File: src/rtl/mips_decode_execute_if.sv
// Bundles the fetch/memory/write-back facing signals of the decode/execute slice.
// The master side drives the instruction and write-back data; the slave is the core slice.
interface mips_decode_execute_if;
  logic [31:0] instruction;
  logic [31:0] writeData;
  logic        jump;
  logic [1:0]  branch;
  logic        memRead;
  logic        memWrite;
  logic        memToReg;
  logic [31:0] readRegister1;
  logic [31:0] immediateExtended;
  logic [31:0] resultOutput;
  logic        isAluOutputZero;
  logic [31:0] ioRegisters [32];
  logic [31:0] ioHiLo [2];

  modport master (
    output instruction, writeData,
    input  jump, branch, memRead, memWrite, memToReg,
    input  readRegister1, immediateExtended, resultOutput, isAluOutputZero,
    input  ioRegisters, ioHiLo
  );

  modport slave (
    input  instruction, writeData,
    output jump, branch, memRead, memWrite, memToReg,
    output readRegister1, immediateExtended, resultOutput, isAluOutputZero,
    output ioRegisters, ioHiLo
  );
endinterface

File: src/rtl/mips_decode_execute.sv
// Single-cycle MIPS slice: main controller, register file and ALU with HI/LO.
// Define MULDIV_EN to implement HI/LO with mult/multu/div/divu/mfhi/mflo.
module mips_decode_execute (
  input logic                  clk,
  input logic                  reset,
  mips_decode_execute_if.slave bus
);
  typedef enum logic [3:0] {
    ALU_ADD  = 4'b0000,
    ALU_SUB  = 4'b0001,
    ALU_FUNC = 4'b0010,
    ALU_AND  = 4'b0011,
    ALU_OR   = 4'b0100,
    ALU_XOR  = 4'b0101,
    ALU_SLT  = 4'b0110,
    ALU_LUI  = 4'b0111
  } alu_op_t;

  logic [5:0]  opcode, func;
  logic [4:0]  rs, rt, rd, shamt;
  logic [15:0] imm;

  assign opcode = bus.instruction[31:26];
  assign rs     = bus.instruction[25:21];
  assign rt     = bus.instruction[20:16];
  assign rd     = bus.instruction[15:11];
  assign shamt  = bus.instruction[10:6];
  assign func   = bus.instruction[5:0];
  assign imm    = bus.instruction[15:0];

  logic    reg_dst, alu_src, reg_write, zero_ext;
  logic    mem_read, mem_write, mem_to_reg, jump;
  logic [1:0] branch;
  alu_op_t alu_op;

  always_comb begin : controller
    reg_dst    = 1'b0;
    alu_src    = 1'b0;
    reg_write  = 1'b0;
    zero_ext   = 1'b0;
    mem_read   = 1'b0;
    mem_write  = 1'b0;
    mem_to_reg = 1'b0;
    jump       = 1'b0;
    branch     = 2'b00;
    alu_op     = ALU_ADD;
    if (!reset) begin
      case (opcode)
        6'h00: begin reg_dst = 1'b1; reg_write = 1'b1; alu_op = ALU_FUNC; end
        6'h08, 6'h09: begin alu_src = 1'b1; reg_write = 1'b1; alu_op = ALU_ADD; end
        6'h0C: begin alu_src = 1'b1; reg_write = 1'b1; zero_ext = 1'b1; alu_op = ALU_AND; end
        6'h0D: begin alu_src = 1'b1; reg_write = 1'b1; zero_ext = 1'b1; alu_op = ALU_OR; end
        6'h0E: begin alu_src = 1'b1; reg_write = 1'b1; zero_ext = 1'b1; alu_op = ALU_XOR; end
        6'h0A: begin alu_src = 1'b1; reg_write = 1'b1; alu_op = ALU_SLT; end
        6'h0F: begin alu_src = 1'b1; reg_write = 1'b1; alu_op = ALU_LUI; end
        6'h23: begin
          mem_read = 1'b1; mem_to_reg = 1'b1; alu_src = 1'b1; reg_write = 1'b1;
          alu_op = ALU_ADD;
        end
        6'h2B: begin mem_write = 1'b1; alu_src = 1'b1; alu_op = ALU_ADD; end
        6'h04: begin branch = 2'b01; alu_op = ALU_SUB; end
        6'h05: begin branch = 2'b10; alu_op = ALU_SUB; end
        6'h02: jump = 1'b1;
        default: ;
      endcase
    end
  end

  logic [31:0] gpr [32];
  logic [31:0] rs_val, rt_val, sext_imm, zext_imm, op_b, result;
  logic [4:0]  dest;
  logic        func_ok, gpr_we;

  // GPR[0] is only ever cleared by reset, never written, so it always reads 0
  assign rs_val   = gpr[rs];
  assign rt_val   = gpr[rt];
  assign sext_imm = {{16{imm[15]}}, imm};
  assign zext_imm = {16'h0000, imm};
  assign op_b     = alu_src ? (zero_ext ? zext_imm : sext_imm) : rt_val;

`ifdef MULDIV_EN
  logic [31:0] hi, lo, hi_next, lo_next;
  logic [63:0] product;
  logic        hilo_we;
`endif

  always_comb begin : alu
    result  = '0;
    func_ok = 1'b1;
`ifdef MULDIV_EN
    product = '0;
    hilo_we = 1'b0;
    hi_next = hi;
    lo_next = lo;
`endif
    case (alu_op)
      ALU_ADD: result = rs_val + op_b;
      ALU_SUB: result = rs_val - op_b;
      ALU_AND: result = rs_val & op_b;
      ALU_OR:  result = rs_val | op_b;
      ALU_XOR: result = rs_val ^ op_b;
      ALU_SLT: result = {31'b0, $signed(rs_val) < $signed(op_b)};
      ALU_LUI: result = {imm, 16'h0000};
      ALU_FUNC: begin
        case (func)
          6'h20, 6'h21: result = rs_val + rt_val;
          6'h22, 6'h23: result = rs_val - rt_val;
          6'h24: result = rs_val & rt_val;
          6'h25: result = rs_val | rt_val;
          6'h26: result = rs_val ^ rt_val;
          6'h27: result = ~(rs_val | rt_val);
          6'h2A: result = {31'b0, $signed(rs_val) < $signed(rt_val)};
          6'h2B: result = {31'b0, rs_val < rt_val};
          6'h00: result = rt_val << shamt;
          6'h02: result = rt_val >> shamt;
          6'h03: result = $signed(rt_val) >>> shamt;
`ifdef MULDIV_EN
          6'h10: result = hi;
          6'h12: result = lo;
          6'h18: begin
            func_ok = 1'b0;
            product = {{32{rs_val[31]}}, rs_val} * {{32{rt_val[31]}}, rt_val};
            hilo_we = 1'b1;
            hi_next = product[63:32];
            lo_next = product[31:0];
          end
          6'h19: begin
            func_ok = 1'b0;
            product = {32'h0, rs_val} * {32'h0, rt_val};
            hilo_we = 1'b1;
            hi_next = product[63:32];
            lo_next = product[31:0];
          end
          // divide by zero leaves HI/LO untouched
          6'h1A: begin
            func_ok = 1'b0;
            if (rt_val != 32'h0) begin
              hilo_we = 1'b1;
              lo_next = $signed(rs_val) / $signed(rt_val);
              hi_next = $signed(rs_val) % $signed(rt_val);
            end
          end
          6'h1B: begin
            func_ok = 1'b0;
            if (rt_val != 32'h0) begin
              hilo_we = 1'b1;
              lo_next = rs_val / rt_val;
              hi_next = rs_val % rt_val;
            end
          end
`endif
          default: func_ok = 1'b0;
        endcase
      end
      default: result = '0;
    endcase
  end

  assign dest   = reg_dst ? rd : rt;
  assign gpr_we = reg_write && func_ok && (dest != 5'd0);

  always_ff @(posedge clk) begin
    if (reset) begin
      for (int i = 0; i < 32; i++) gpr[i] <= '0;
    end else if (gpr_we) begin
      gpr[dest] <= bus.writeData;
    end
  end

`ifdef MULDIV_EN
  always_ff @(posedge clk) begin
    if (reset) begin
      hi <= '0;
      lo <= '0;
    end else if (hilo_we) begin
      hi <= hi_next;
      lo <= lo_next;
    end
  end
  assign bus.ioHiLo[0] = lo;
  assign bus.ioHiLo[1] = hi;
`else
  assign bus.ioHiLo[0] = '0;
  assign bus.ioHiLo[1] = '0;
`endif

  always_comb begin
    for (int i = 0; i < 32; i++) bus.ioRegisters[i] = gpr[i];
  end

  assign bus.jump              = jump;
  assign bus.branch            = branch;
  assign bus.memRead           = mem_read;
  assign bus.memWrite          = mem_write;
  assign bus.memToReg          = mem_to_reg;
  assign bus.readRegister1     = rt_val;
  assign bus.immediateExtended = sext_imm;
  assign bus.resultOutput      = result;
  assign bus.isAluOutputZero   = (result == 32'h0);
endmodule

File: src/flat_wrapper.sv
// flat-port wrapper written by rule: the top's interface ports become plain ports
module mips_decode_execute_flat 
  (clk, reset, bus_instruction, bus_writeData, bus_jump, bus_branch, bus_memRead, bus_memWrite, bus_memToReg, bus_readRegister1, bus_immediateExtended, bus_resultOutput, bus_isAluOutputZero, bus_ioRegisters, bus_ioHiLo);
  mips_decode_execute_if bus_i ();
  input logic clk;
  input logic reset;
  input wire logic [$bits(bus_i.instruction)-1:0] bus_instruction;
  input wire logic [$bits(bus_i.writeData)-1:0] bus_writeData;
  output wire logic [$bits(bus_i.jump)-1:0] bus_jump;
  output wire logic [$bits(bus_i.branch)-1:0] bus_branch;
  output wire logic [$bits(bus_i.memRead)-1:0] bus_memRead;
  output wire logic [$bits(bus_i.memWrite)-1:0] bus_memWrite;
  output wire logic [$bits(bus_i.memToReg)-1:0] bus_memToReg;
  output wire logic [$bits(bus_i.readRegister1)-1:0] bus_readRegister1;
  output wire logic [$bits(bus_i.immediateExtended)-1:0] bus_immediateExtended;
  output wire logic [$bits(bus_i.resultOutput)-1:0] bus_resultOutput;
  output wire logic [$bits(bus_i.isAluOutputZero)-1:0] bus_isAluOutputZero;
  output wire logic [$bits(bus_i.ioRegisters)-1:0] bus_ioRegisters;
  output wire logic [$bits(bus_i.ioHiLo)-1:0] bus_ioHiLo;
  assign bus_i.instruction = bus_instruction;
  assign bus_i.writeData = bus_writeData;
  assign bus_jump = bus_i.jump;
  assign bus_branch = bus_i.branch;
  assign bus_memRead = bus_i.memRead;
  assign bus_memWrite = bus_i.memWrite;
  assign bus_memToReg = bus_i.memToReg;
  assign bus_readRegister1 = bus_i.readRegister1;
  assign bus_immediateExtended = bus_i.immediateExtended;
  assign bus_resultOutput = bus_i.resultOutput;
  assign bus_isAluOutputZero = bus_i.isAluOutputZero;
  assign bus_ioRegisters = {>>{bus_i.ioRegisters}};
  assign bus_ioHiLo = {>>{bus_i.ioHiLo}};
  mips_decode_execute u_core (.clk(clk), .reset(reset), .bus(bus_i));
endmodule
File: config.mk
export PLATFORM = sky130hd
export DESIGN_NAME = mips_decode_execute_flat
export DESIGN_NICKNAME = d
export VERILOG_FILES = /design/src/rtl/mips_decode_execute_if.sv /design/src/rtl/mips_decode_execute.sv /design/src/flat_wrapper.sv
export SDC_FILE = /design/constraint.sdc
export NUM_CORES = 2
export LEC_CHECK = 0
export CORE_AREA = 2 2 486 488
export CTS_CLUSTER_SIZE = 24
export DETAILED_ROUTE_END_ITERATION = 10
export DIE_AREA = 0 0 488 490
export PLACE_DENSITY = 0.64
export SLEW_MARGIN = 20
export SYNTH_ARGS = -nofsm -noshare
export SYNTH_HDL_FRONTEND = slang
export SYNTH_SLANG_ARGS = --single-unit
File: constraint.sdc
create_clock -name clk -period 9.5 [get_ports clk]
set_clock_uncertainty 0.15 [all_clocks]
set_input_delay 1.9 -clock clk [delete_from_list [all_inputs] [get_ports clk]]
set_output_delay 1.9 -clock clk [all_outputs]
set_load 0.05 [all_outputs]
Signal metal coverage by tile:
24 x 24 tiles, from dark blue (low) to red (high), scaled to the fullest tile. Values are wire area over tile area, all layers added.
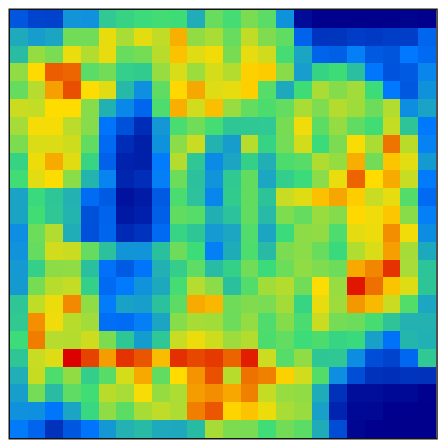
The mean over all tiles is 0.36. The fullest tile reaches 0.73. 3.5% of the tiles are nearly empty. 56% of the tiles are over half the peak.

Routed clock nets over the placement:
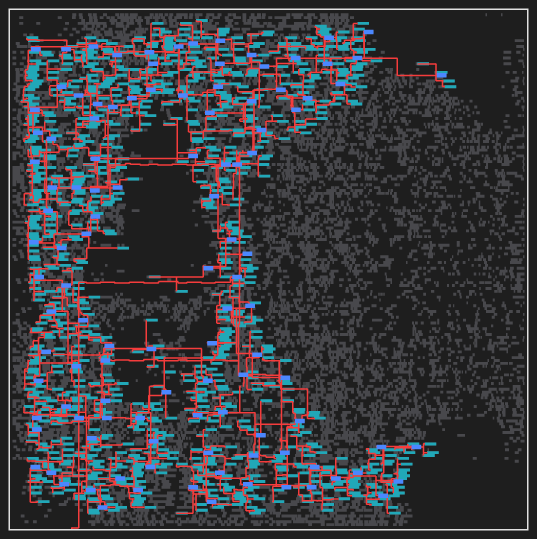
Key: flip-flops = cyan [count 1024]; clock drivers = blue [count 112]; clock wires = red [length 14100 µm]
There are 113 routed clock nets.

==> GITHUB_STEP_SUMMARY <==
### Metrics collected by this job

| Metric | Value |
|---|---|
| WP data arrival | 7.94 ns |
| Async SR Flop Fraction | 0% |
| Tool warnings | 171 |
| Max Cap Viol | 0 |
| Worst min-delay path category | input pin to flop |
| Ys flops | 1024 |
| Top cells by area | edfxtp_1 (43%), mux4_2 (11%), and2_1 (8.9%), mux2i_1 (8.4%), ha_1 (3.6%) |
| DR vias/cell | 6.061 |
| Tot GR Track Use | 39.38% |
| CTS Hold Bufs | 0 |
| Area after DPL | 96010 µm² |
| Failing checks | negative setup slack |
| Fin crit share | 105.1% |
| Port buffer count | 1192 |
| CTS root buf | clkbuf_16 |
| DRT antenna net count | 0 |
| Sequential cell area | 30750 µm² |
| MI comb cells | 4439 |
| GPL Wtd Cong | 1.097 |
| Final tally of hold violations | 0 |
| Final Cell Area | 102800 µm² |
| Final Util | 43.91% |
| First-pass GRT wire length | 638300 µm |
| Setup WS post-layout | -0.4874 ns |
| Drt first-iter violations | 11420 |
| Clock transition at path regs | 0.06 ns |
| Status | finished, violations left |
| Final setup fails | 6 |
| CP endpoint | bus_isAluOutputZero |
| Top Ports | 1257 |
| Ys flop type | edfxtp_1 |
| Comb area share | 37.92% |
| Post-synth EDFFs | 1024 |
| CP required | 7.45 ns |
| Clk cell area share | 3.662% |
| Die Ht | 490 µm |
| Commonest Layout Cell | buf_4 |
==> kinds of logic after synthesis <==
logic type               Yosys count  synth area share (%)
AND/OR/NAND/NOR                 1946                 15.29
AND-OR/OR-AND                   1160                 11.27
flip-flops                      1024                 43.27
multiplexers                     971                 20.05
buffers and inverters            866                 5.692
adder cells (fa/ha/maj)          209                 3.722
XOR/XNOR                          57                0.7025
other                              1              0.005277
==> where the power goes <==
| part | internal, mW | switching, mW | total (mW) | leakage (nW) |
|---|---|---|---|---|
| logic | 3.48 | 5.30 | 8.78 | 28.6 |
| registers | 5.22 | 0.383 | 5.60 | 9.73 |
| clock network | 2.55 | 2.03 | 4.58 | 1.79 |
| total | 11.3 | 7.71 | 19.0 | 40.1 |
==> layer usage <==
metal	global-route usage (%)	wire [µm]	share of wire, %	vias to the layer above
met5	0.7045	300	0.061	-
met4	22.17	35200	7.2	12
met3	12.68	62730	13	1109
met2	57.27	204500	42	5961
met1	51.29	186300	38	35950
li1	-	-	-	27750
==> worst max-delay path, stage by stage <==
cell       delay, ns
buf_16          0.14
buf_12          0.12
buf_16          0.17
mux4_2          0.52
mux4_2          0.49
mux2i_4         0.24
buf_12          0.16
buf_4           0.11
inv_1           0.05
buf_4           0.13
ha_2            0.20
inv_1           0.08
fa_2            0.24
nor2b_4         0.07
o2111ai_4       0.29
nand2_2         0.12
buf_4           0.15
a32oi_1         0.14
o211ai_1        0.17
or3_4           0.41
a2111oi_4       0.34
nor3_2          0.11
or4b_4          0.58
nor4_4          0.29
buf_4           0.15
nand4_1         0.14
nor2_4          0.22
buf_12          0.17
==> repair_timing <==
item                                    in CTS  in global routing
endpoints found under the setup margin      25                 16
pin swaps                                   71                 75
gates cloned                                 7                  1
resized                                    273                177
buffers inserted                            40                 39
Power is estimated from default activity; no workload was simulated.
